## config.mk

```make
export PLATFORM = sky130hd
export DESIGN_NAME = rom_loader
export DESIGN_NICKNAME = d
export VERILOG_FILES = /design/src/rtl/rom_loader_pkg.sv /design/src/rtl/rom_loader_timeout.sv /design/src/rtl/rom_loader.sv
export SDC_FILE = /design/constraint.sdc
export NUM_CORES = 1
export LEC_CHECK = 0
export CAP_MARGIN = 20
export CELL_PAD_IN_SITES_DETAIL_PLACEMENT = 1
export CELL_PAD_IN_SITES_GLOBAL_PLACEMENT = 1
export CORE_ASPECT_RATIO = 0.9
export CORE_MARGIN = 2
export CORE_UTILIZATION = 40
export CTS_BUF_LIST = sky130_fd_sc_hd__clkbuf_8 sky130_fd_sc_hd__clkbuf_16
export CTS_CLUSTER_SIZE = 30
export DETAILED_ROUTE_END_ITERATION = 6
export GPL_ROUTABILITY_DRIVEN = 0
export MAX_ROUTING_LAYER = met4
export PLACE_DENSITY = 0.81
export SYNTH_ARGS = -nofsm -noshare
export SYNTH_HDL_FRONTEND = slang
export SYNTH_SLANG_ARGS = --single-unit
```

## constraint.sdc

```tcl
create_clock -name clockgb -period 3.25 [get_ports clockgb]
set_clock_uncertainty 0.2 [all_clocks]
set_input_delay 0.65 -clock clockgb [delete_from_list [all_inputs] [get_ports clockgb]]
set_output_delay 0.65 -clock clockgb [all_outputs]
set_load 0.005 [all_outputs]
```

## src/rtl/rom_loader_pkg.sv

```systemverilog
// Shared types and constants for the ROM loader: FSM states, framing bytes
// and the internal widths of the length, checksum and idle-timer fields.
package rom_loader_pkg;

  typedef enum logic [2:0] {
    IDLE,
    LEN_HI,
    LEN_LO,
    DATA,
    WRITE,
    CSUM,
    RESP
  } state_e;

  localparam logic [7:0] SYNC = 8'h55;
  localparam logic [7:0] ACK  = 8'h06;
  localparam logic [7:0] NAK  = 8'h15;

  localparam int LEN_W   = 17;
  localparam int CSUM_W  = 8;
  localparam int TIMER_W = 24;

endpackage

```

## src/rtl/rom_loader_timeout.sv

```systemverilog
// Inter-byte idle timer: reloads on restart, counts down while enabled and
// flags expiry once the full TIMEOUT window has elapsed.
module loader_timeout
  import rom_loader_pkg::*;
#(
  parameter logic [TIMER_W-1:0] TIMEOUT = 24'd1000000
) (
  input  logic clockgb,
  input  logic reset,
  input  logic restart_i,
  input  logic enable_i,
  output logic expired_o
);

  logic [TIMER_W-1:0] cnt_q, cnt_d;

  always_comb begin
    cnt_d = cnt_q;
    if (restart_i) begin
      cnt_d = TIMEOUT;
    end else if (enable_i && (cnt_q != '0)) begin
      cnt_d = cnt_q - TIMER_W'(1);
    end
  end

  always_ff @(posedge clockgb or posedge reset) begin
    if (reset) begin
      cnt_q <= '0;
    end else begin
      cnt_q <= cnt_d;
    end
  end

  // The owner only samples this in states entered through a restart.
  assign expired_o = (cnt_q == '0);

endmodule

```

## src/rtl/rom_loader.sv

```systemverilog
// Receives a framed ROM image over the UART byte stream, streams the payload
// into SRAM one handshake at a time and answers with ACK or NAK.
module rom_loader
  import rom_loader_pkg::*;
#(
  parameter logic [15:0]        BASE    = 16'h0000,
  parameter logic [LEN_W-1:0]   MAX_LEN = 17'h08000,
  parameter logic [TIMER_W-1:0] TIMEOUT = 24'd1000000
) (
  input  logic        clockgb,
  input  logic        reset,
  input  logic        prog,
  input  logic [7:0]  rx_data,
  input  logic        rx_valid,
  output logic [7:0]  tx_data,
  output logic        tx_valid,
  input  logic        tx_ready,
  output logic [15:0] sram_address,
  output logic [7:0]  sram_wdata,
  output logic        sram_store,
  input  logic        sram_ready,
  output logic        busy,
  output logic        done,
  output logic        error
);

  state_e              state_q, state_d;
  logic [LEN_W-1:0]    len_q, len_d, count_q, count_d;
  logic [LEN_W-1:0]    new_len, count_inc;
  logic [CSUM_W-1:0]   sum_q, sum_d;
  logic [15:0]         addr_q, addr_d;
  logic [7:0]          wdata_q, wdata_d, tx_data_q, tx_data_d;
  logic                done_q, done_d, error_q, error_d;
  logic                timer_en, expired;

  assign timer_en  = (state_q == LEN_HI) || (state_q == LEN_LO) ||
                     (state_q == DATA)   || (state_q == CSUM);
  assign new_len   = {1'b0, len_q[15:8], rx_data};
  assign count_inc = count_q + LEN_W'(1);

  loader_timeout #(.TIMEOUT(TIMEOUT)) u_timeout (
    .clockgb   (clockgb),
    .reset     (reset),
    .restart_i (rx_valid),
    .enable_i  (timer_en),
    .expired_o (expired)
  );

  always_comb begin
    state_d   = state_q;
    len_d     = len_q;
    count_d   = count_q;
    sum_d     = sum_q;
    addr_d    = addr_q;
    wdata_d   = wdata_q;
    tx_data_d = tx_data_q;
    done_d    = done_q;
    error_d   = error_q;
    case (state_q)
      IDLE: begin
        if (prog && rx_valid && (rx_data == SYNC)) begin
          state_d = LEN_HI;
          done_d  = 1'b0;
          error_d = 1'b0;
        end
      end
      LEN_HI: begin
        if (rx_valid) begin
          len_d   = {1'b0, rx_data, 8'h00};
          state_d = LEN_LO;
        end else if (expired) begin
          state_d   = RESP;
          tx_data_d = NAK;
        end
      end
      LEN_LO: begin
        if (rx_valid) begin
          len_d = new_len;
          if ((new_len == '0) || (new_len > MAX_LEN)) begin
            state_d   = RESP;
            tx_data_d = NAK;
          end else begin
            count_d = '0;
            sum_d   = '0;
            state_d = DATA;
          end
        end else if (expired) begin
          state_d   = RESP;
          tx_data_d = NAK;
        end
      end
      DATA: begin
        if (rx_valid) begin
          wdata_d = rx_data;
          addr_d  = BASE + count_q[15:0];
          sum_d   = sum_q + rx_data;
          state_d = WRITE;
        end else if (expired) begin
          state_d   = RESP;
          tx_data_d = NAK;
        end
      end
      WRITE: begin
        if (sram_ready) begin
          count_d = count_inc;
          state_d = (count_inc == len_q) ? CSUM : DATA;
        end
        // A byte arriving while the write is pending has nowhere to go.
        if (rx_valid) begin
          state_d   = RESP;
          tx_data_d = NAK;
        end
      end
      CSUM: begin
        if (rx_valid) begin
          state_d   = RESP;
          tx_data_d = (rx_data == sum_q) ? ACK : NAK;
        end else if (expired) begin
          state_d   = RESP;
          tx_data_d = NAK;
        end
      end
      RESP: begin
        if (tx_ready) begin
          done_d  = done_q  | (tx_data_q == ACK);
          error_d = error_q | (tx_data_q != ACK);
          state_d = IDLE;
        end
      end
      default: state_d = IDLE;
    endcase
    // Leaving programming mode aborts silently, except a response already owed.
    if (!prog && (state_q != IDLE) && (state_q != RESP)) begin
      state_d = IDLE;
    end
  end

  always_ff @(posedge clockgb or posedge reset) begin
    if (reset) begin
      state_q   <= IDLE;
      len_q     <= '0;
      count_q   <= '0;
      sum_q     <= '0;
      addr_q    <= '0;
      wdata_q   <= '0;
      tx_data_q <= '0;
      done_q    <= 1'b0;
      error_q   <= 1'b0;
    end else begin
      state_q   <= state_d;
      len_q     <= len_d;
      count_q   <= count_d;
      sum_q     <= sum_d;
      addr_q    <= addr_d;
      wdata_q   <= wdata_d;
      tx_data_q <= tx_data_d;
      done_q    <= done_d;
      error_q   <= error_d;
    end
  end

  assign tx_data      = tx_data_q;
  assign tx_valid     = (state_q == RESP);
  assign sram_address = addr_q;
  assign sram_wdata   = wdata_q;
  assign sram_store   = (state_q == WRITE);
  assign busy         = (state_q != IDLE);
  assign done         = done_q;
  assign error        = error_q;

endmodule

```

Congestion heat map:
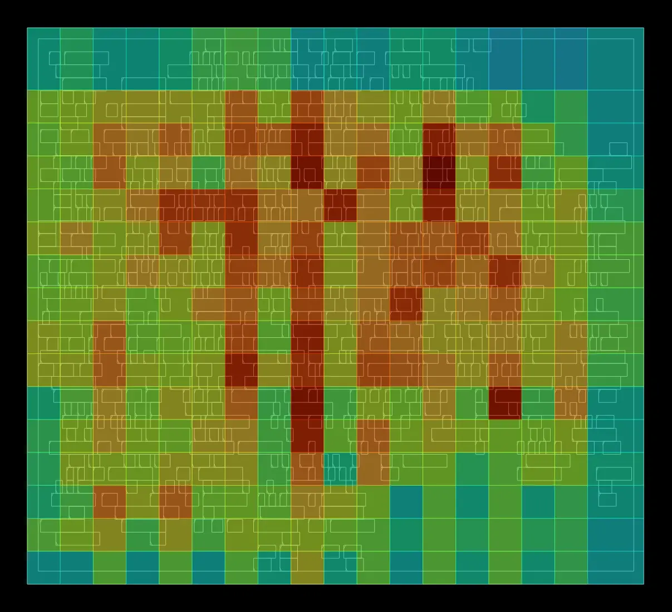
fin util: 48.54%
met1 Track Usage GR: 27.26%
met3 Use GR: 4.077%
Most Crowded Layer GR: met2

Routed metal, one colour a layer:
Scale bar: 50 um.
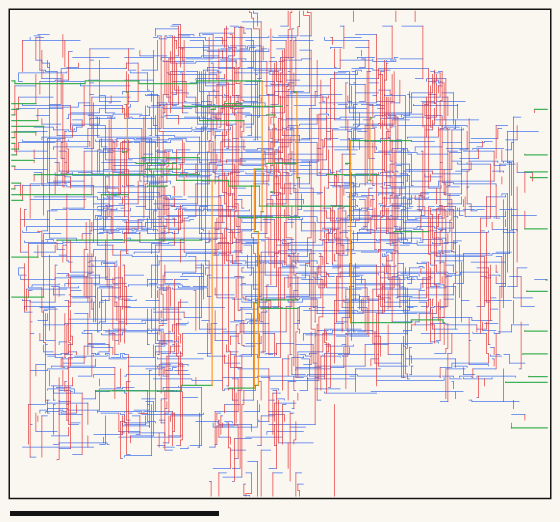
legend:
  M1:
    colour: blue
    wire_length: 6930 um
  M2:
    colour: red
    wire_length: 7870 um
  M3:
    colour: green
    wire_length: 543 um
  M4:
    colour: orange
    wire_length: 264 um

Logic cells by family:
Scale bar: 50 um.
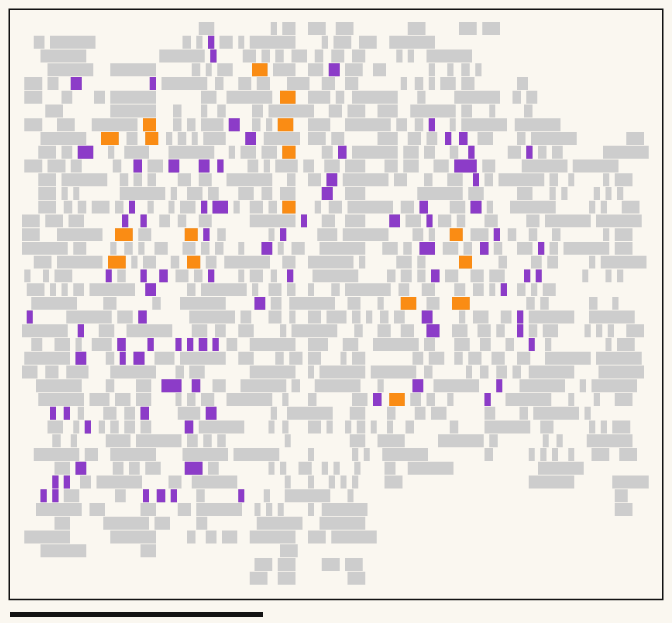
legend:
  non-inverting ao/oa cells:
    colour: orange
    cells: 17
  nor cells:
    colour: purple
    cells: 89

Cell density map:
13 x 12 tiles, from dark blue (low) to red (high), 0 to 100% covered.
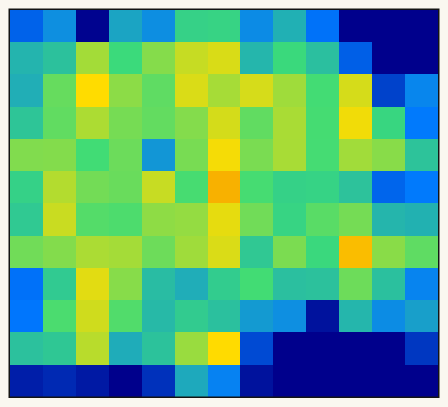
nearly empty tiles: 10%
emptiest ninth of the die: south-east
tiles over 75% full: 1.9%

==> results.ini <==
[status]
status=finished clean

[logic_synthesis]
ys_cells=629
numSynthFlops=102
synth-edff-count=0
ys.flop_type=dfrtp_1
synthDistinctLibCells=65
synth_nets=653
yosysSeqAreaShare_pct=45.34
syn_area_per_cell_sq_um=8.949
async_flop_share_pct=100.0
synth_area_sq_mm=0.005629

[detailed_routing]
wl_um=15610
vias_per_cell=5.542
first_pass_iters=4
ant_nets=0
drc=0

[timing]
tightestPinTransition_ps=696.6
whs_ps=275.3
fin_crit_sh_pct=94.61
rsz0062_at_grt=false
hold_viol=0
layout_setup_ws_ps=175.3
relSlewSlack_pct=53.25

[critical_path]
worst-endpoint-required_ps=2400
worstSetupPathType=reg -> out
path_cells=nor2b_1 > nand2_1 > inv_1 > clkdlybuf4s50_1
arrival_ps=2220
cp-start-kind=flip-flop
critPathSlowestCell=dfrtp_1
cp_slowest_stage_delay_ps=780
crit_fanout=23

[floorplan]
n_tap_cell=193
chip_area_sq_mm=0.01504
num_rows=41
coreArea_sq_mm=0.01390
die_w_um=129.0
initial_core_util_pct=40.49

[layout]
comb_area_share_pct=42.52
signal_buffers=80
reg.largest.list=u_timeout.cnt_q x24, count_q x17
fin_nets=712
seq_area_sq_mm=0.002552
final_common_cell=nand2_1
layout.area.comb_sq_mm=0.002869
top_register=u_timeout.cnt_q
diodes=0
design.seq.count=102
drive_above_1_share_pct=9.957
logic_gates=482
clkCellAreaFrac_pct=4.357
final.fill_count=1626

[cts]
cts_hold_buf=0
cts_setup_buffers=0
cts-root-buf=clkbuf_16
cts_sinks=102
cts_made_buffers=9
htree_num_levels=3
cts_tree=built
cts_resized=0
cts.clk_slew.worst_paths_ps=70

[global_routing]
grt_pass1_vias=5164
grt_max_degree=103
grt_remaining_overflow=0
antenna_found_initial=0
grt_use_total_pct=22.37

[pwr]
irDropWorstVdd_v=0.0003136
cellPowerDensity_mw_per_mm2=633.2

[placed_design]
preCtsSetupSlack_ps=-29.65
portBuffers=50

[flow_run]
cap_violations=0

layer usage:
metal  GRT usage, %  up-vias  wire [um]
met5              -        -          0
met4          6.884        0        263
met3          4.077       23        543
met2          38.06       93       7870
met1          27.26     2456       6928
li1               -     2338          -
metrics by stage:
stage | cells | total power (W) | area, sq um
floorplan | 629 | 0.002680 | 5633
global placement | 870 | 0.003117 | 6451
detailed placement | 870 | 0.003213 | 6451
CTS | 886 | 0.004306 | 6745
global route | 886 | 0.004541 | 6748
finish | 886 | 0.004273 | 6748
cell usage after synthesis, drive strengths merged (2+ instances only):
| library cell | n | area [sq um] |
|---|---|---|
| buf | 10 | 52.55 |
| ha | 9 | 112.6 |
| a22o | 3 | 26.28 |
| a31oi | 9 | 56.30 |
| xor2 | 20 | 175.2 |
| and4 | 2 | 17.52 |
| or2 | 4 | 25.02 |
| nor4 | 13 | 87.58 |
| dfrtp | 102 | 2552 |
| and3 | 6 | 37.54 |
| or4 | 6 | 48.80 |
| nand2b | 12 | 75.07 |
| nor2 | 49 | 191.4 |
| xnor2 | 25 | 219.0 |
| and2 | 6 | 37.54 |
| nand2 | 112 | 427.9 |
| nand3b | 2 | 15.01 |
| a21oi | 20 | 100.1 |
| o21bai | 4 | 30.03 |
| a211oi | 2 | 15.01 |
| a21o | 6 | 45.04 |
| o21ai | 56 | 280.3 |
| nor3 | 16 | 85.08 |
| or3 | 13 | 87.59 |
| a22oi | 8 | 60.06 |
| o211ai | 2 | 15.01 |
| nor4b | 3 | 26.28 |
| inv | 13 | 48.80 |
| clkbuf | 21 | 98.85 |
| o31ai | 11 | 82.58 |
| mux2 | 8 | 90.09 |
| o41ai | 4 | 35.03 |
| a41oi | 2 | 17.52 |
| nor2b | 7 | 43.79 |
| nand3 | 17 | 85.08 |
| o21a | 2 | 15.01 |
| nand4 | 8 | 56.30 |
power breakdown:
| group | total (W) | internal [W] | switching (W) |
|---|---|---|---|
| Combinational | 0.00139 | 0.000703 | 0.000687 |
| Sequential | 0.00181 | 0.00153 | 0.000279 |
| Clock | 0.00108 | 0.000569 | 0.000507 |
| Total | 0.00427 | 0.00280 | 0.00147 |
path summary, 6_finish.rpt:
path                                        startpoint                     endpoint  slack, ps  cells after the start
min reg2reg                sram_address[5]$_DFFE_PP0P_  sram_address[5]$_DFFE_PP0P_        280                      2
min in group asynchronous                        reset       count_q[3]$_DFFE_PP0P_        550                      3
min                        sram_address[5]$_DFFE_PP0P_  sram_address[5]$_DFFE_PP0P_        280                      2
max                             state_q[2]$_DFFE_PP0P_                   sram_store        180                      4
max reg2reg                     count_q[0]$_DFFE_PP0P_       state_q[1]$_DFFE_PP0P_        320                      8
max in group asynchronous                        reset  sram_address[1]$_DFFE_PP0P_       1810                      3
worst max-delay path: cells and delay by family (launching register included):
kind	cells	cell delay, ps
flip-flops	1	780
buffers and inverters	2	670
AND/OR/NAND/NOR	2	410
cells by family after synthesis:
group | share of synthesized area [%]
AND-OR/OR-AND | 15.71
XOR/XNOR | 7.002
multiplexers | 1.778
flip-flops | 45.34
AND/OR/NAND/NOR | 24.07
adder cells (fa/ha/maj) | 2.356
buffers and inverters | 3.734
Power and IR drop assume default switching activity.
